==> src/rtl/irq_pkg.sv <==
// Shared definitions for the interrupt controller: FSM encoding, sizing and the vector
// table layout in data memory.
package irq_pkg;

  localparam int unsigned NUM_IRQ       = 8;
  localparam int unsigned ID_W          = $clog2(NUM_IRQ);
  localparam logic [9:0]  VECTOR_BASE   = 10'd960;
  localparam int unsigned VECTOR_STRIDE = 3;
  localparam logic [9:0]  MASK_ADDR     = 10'd985;

  typedef enum logic [1:0] {
    StIdle   = 2'd0,
    StReq    = 2'd1,
    StActive = 2'd2
  } irqState_e;

  // Wraps modulo 1024 like the 10-bit data memory address it feeds.
  function automatic logic [9:0] vectorOf(input logic [ID_W-1:0] id);
    return VECTOR_BASE + 10'(id) * 10'(VECTOR_STRIDE);
  endfunction

endpackage

==> src/rtl/irq_edge_sync.sv <==
// One interrupt line: 2-flop synchroniser followed by a rising-edge detector.
module irq_edge_sync (
  input  logic clk,
  input  logic rstN,
  input  logic irqRaw,
  output logic irqEdge
);

  logic metaQ, syncQ, prevQ;

  always_ff @(posedge clk or negedge rstN) begin
    if (!rstN) begin
      metaQ <= 1'b0;
      syncQ <= 1'b0;
      prevQ <= 1'b0;
    end else begin
      metaQ <= irqRaw;
      syncQ <= metaQ;
      prevQ <= syncQ;
    end
  end

  assign irqEdge = syncQ & ~prevQ;

endmodule

==> src/rtl/interrupt_controller.sv <==
// Latches interrupt edges, masks them and presents a single fixed-priority request
// with its ISR vector; one interrupt in service at a time.
module interrupt_controller
  import irq_pkg::*;
(
  input  logic               clk,
  input  logic               rstN,
  input  logic [NUM_IRQ-1:0] irqIn,
  input  logic [NUM_IRQ-1:0] interruptMask,
  input  logic               globalEnable,
  input  logic               irqAck,
  input  logic               irqDone,
  output logic               irqReq,
  output logic [ID_W-1:0]    irqId,
  output logic [9:0]         irqVector,
  output logic [NUM_IRQ-1:0] pending
);

  logic [NUM_IRQ-1:0] rise;
  logic [NUM_IRQ-1:0] candidates;
  logic [NUM_IRQ-1:0] clearMask;
  logic [NUM_IRQ-1:0] pendingD;
  logic [ID_W-1:0]    winner;
  logic [ID_W-1:0]    irqIdD;
  logic [9:0]         irqVectorD;
  logic               irqReqD;
  irqState_e          stateQ, stateD;

  for (genvar i = 0; i < NUM_IRQ; i++) begin : gLine
    irq_edge_sync uSync (
      .clk     (clk),
      .rstN    (rstN),
      .irqRaw  (irqIn[i]),
      .irqEdge (rise[i])
    );
  end

  assign candidates = pending & interruptMask;

  // Scan high to low so the lowest set index is the last assignment.
  always_comb begin
    winner = '0;
    for (int i = int'(NUM_IRQ) - 1; i >= 0; i--) begin
      if (candidates[i]) winner = ID_W'(i);
    end
  end

  always_comb begin
    stateD     = stateQ;
    irqReqD    = irqReq;
    irqIdD     = irqId;
    irqVectorD = irqVector;
    clearMask  = '0;
    case (stateQ)
      StIdle: begin
        if (globalEnable && (|candidates)) begin
          irqIdD     = winner;
          irqVectorD = vectorOf(winner);
          irqReqD    = 1'b1;
          stateD     = StReq;
        end
      end
      StReq: begin
        if (irqAck) begin
          clearMask[irqId] = 1'b1;
          irqReqD          = 1'b0;
          stateD           = StActive;
        end else if (!interruptMask[irqId] || !globalEnable) begin
          irqReqD = 1'b0;
          stateD  = StIdle;
        end
      end
      StActive: begin
        if (irqDone) stateD = StIdle;
      end
      default: begin
        irqReqD = 1'b0;
        stateD  = StIdle;
      end
    endcase
    // A fresh edge in the ack cycle beats the clear.
    pendingD = (pending & ~clearMask) | rise;
  end

  always_ff @(posedge clk or negedge rstN) begin
    if (!rstN) begin
      stateQ    <= StIdle;
      irqReq    <= 1'b0;
      irqId     <= '0;
      irqVector <= '0;
      pending   <= '0;
    end else begin
      stateQ    <= stateD;
      irqReq    <= irqReqD;
      irqId     <= irqIdD;
      irqVector <= irqVectorD;
      pending   <= pendingD;
    end
  end

endmodule
==> config.mk <==
export PLATFORM = sky130hd
export DESIGN_NAME = interrupt_controller
export DESIGN_NICKNAME = d
export VERILOG_FILES = /design/src/rtl/irq_pkg.sv /design/src/rtl/irq_edge_sync.sv /design/src/rtl/interrupt_controller.sv
export SDC_FILE = /design/constraint.sdc
export NUM_CORES = 1
export LEC_CHECK = 0
export CAP_MARGIN = 20
export CORE_MARGIN = 2
export CORE_UTILIZATION = 46
export CTS_BUF_LIST = sky130_fd_sc_hd__clkbuf_8
export CTS_CLUSTER_SIZE = 24
export DETAILED_ROUTE_END_ITERATION = 16
export PLACE_DENSITY = 0.76
export SLEW_MARGIN = 20
export SYNTH_ARGS = -nofsm -noshare
export SYNTH_HDL_FRONTEND = slang
export SYNTH_SLANG_ARGS = --single-unit
export TNS_END_PERCENT = 1
==> constraint.sdc <==
create_clock -name clk -period 2.5 [get_ports clk]
set_input_delay 0.5 -clock clk [delete_from_list [all_inputs] [get_ports clk]]
set_output_delay 0.5 -clock clk [all_outputs]
set_load 0.005 [all_outputs]
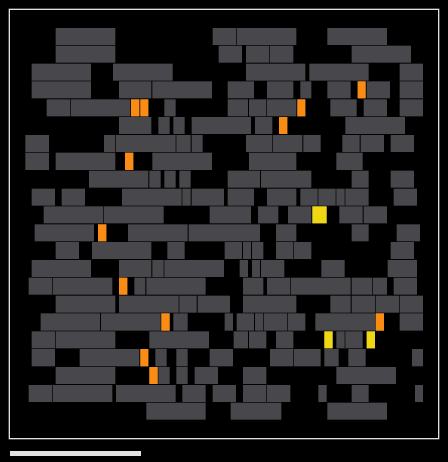
(images/gates.png)
Scale bar: 20 um.
Yellow is nor cells, cells 3, most used nor2_1. Orange is inv cells, cells 12, most used inv_1.
combinational share of cell area: 23.59%
Final Non-Filler Cells: 234
Top cell excl fill/tap: dfrtp_1

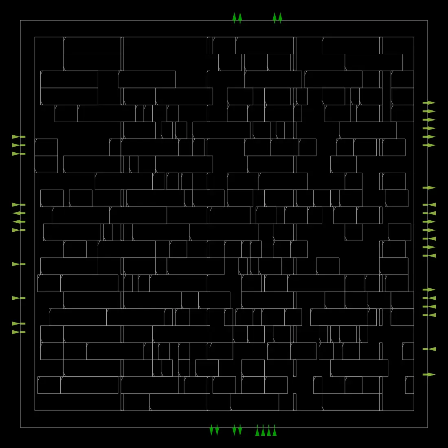
(images/placed.png)
flop share of the area: 45.48%
Fill cells: 286
post-layout util: 65.12%

==> results.yml <==
# flow metrics
global_routing:
  grt_remaining_overflow: 0
  grt_start_max_net_pins: 44
  antenna_found_initial: 0
  grt_first_pass_wirelength_um: 5878
worst_setup_path:
  r2r_end: "irqVector[3]"
  crit_arrival_ns: 2.63
  rrSetupSlack_ns: 0.29
  path_cells: "clkdlybuf4s50_1 -> a22o_2 -> nor2b_1 -> o311a_1 -> ha_1 -> fa_1 -> mux2_2 -> a22oi_1"
  crit_family: "AND-OR/OR-AND gates"
clock_tree:
  tritoncts: "built"
  clock_latency_ns: 0.29
  root_buffer: "clkbuf_8"
  htree_num_levels: 2
final_timing:
  finalHoldViolations: 0
  slew_violations: 0
  rsz0062_at_grt: "no"
  setup_slack_ns: 0.07565
  fin_crit_ns: 2.424
  clock_skew_ns: 0.005556
  period_used_pct: 96.97
synth:
  post-synth-top-area-fraction_pct: 62.41
  netlist_top_cells_count: "dfrtp_1 (43), o21ai_0 (15), inv_1 (12), nand2_1 (9)"
  aoi_share_pct: 13.28
  yosys_area_sq_um: 1724
  syn_area_per_cell_sq_um: 13.26
  fp_nets: 155
  fa_ha_area_share_pct: 3.338
  most_common_cell: "dfrtp_1"
power_and_ir_drop:
  p_sw_uw: 560.5
  powerDensity_nw_per_um2: 861.5
  powerSeq_uw: 917
  swShare_pct: 27.50
  p_leak_nw: 1.055
  seqPwrFrac_pct: 45.0
  internal-power_mw: 1.478
  p_clk_uw: 562
run:
  max-cap-violations: 0
  tool_warnings: 28
route:
  viasPerCell: 5.009
  firstDrtPassIters: 4
  drt_iter0_markers: 35
  drt.antenna.violating_nets: 0
floorplan:
  ios: 43
outcome:
  status: "completed"
final_layout:
  drive_gt1_share_pct: 18.82
  antenna_cells: 0
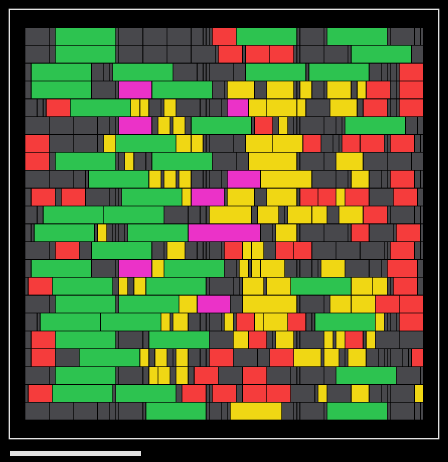
(images/class_map.png)
Scale bar: 20 um. Fill, decap, tap and diode cells in gray.
Green is registers, cells 43. Red is remaining buffers and delay cells, cells 54. Magenta is clock drivers and dummy loads, cells 8. Yellow is remaining logic cells, cells 81.
post-route cell area: 2366 sq um
FP Rows: 22
core area: 3633 sq um

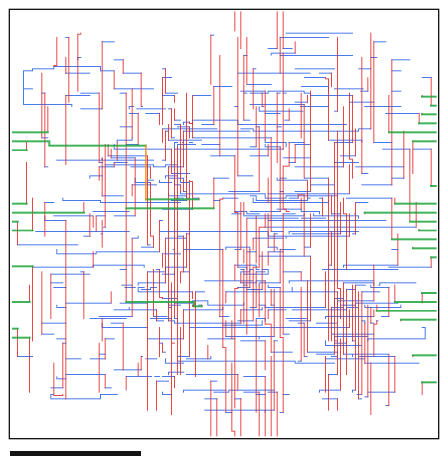
(images/layers.png)
Scale bar: 20 um.
Blue is M1, wire length 1500 um. Red is M2, wire length 1830 um. Orange is M4, wire length 8.20 um. Green is M3, wire length 168 um.
total wire length: 3508 um
overall global routing resource usage: 18.44%
drt wl/cell: 14.99 um
via count: 1172

==> routing by layer <==
metal | share of wire (%) | GRT usage (%)
met1 | 43 | 22.18
met2 | 52 | 33.16
met3 | 4.8 | 4.452
met4 | 0.23 | 4.688
met5 | 0 | 0
==> timing repair <==
action,CTS,global route
endpoints found under the setup margin,0,1
resized,0,1
hold buffers,0,0
==> state kept, by name (all words and copies together) (netlist names) <==
signal,flops
gLine.uSync.metaQ,8
gLine.uSync.prevQ,8
gLine.uSync.syncQ,8
irqReq,1
stateQ,2
irqVector,5
pending,8
irqId,3
==> layout make-up <==
type | count | area [sq um]
clock buffer | 6 | 82.58
clock inverter | 2 | 38.79
fill | 286 | 1267
inverter | 12 | 45.04
multi-input combinational | 69 | 558.0
sequential | 43 | 1076
tap | 48 | 60.06
timing repair buffer | 54 | 505.5
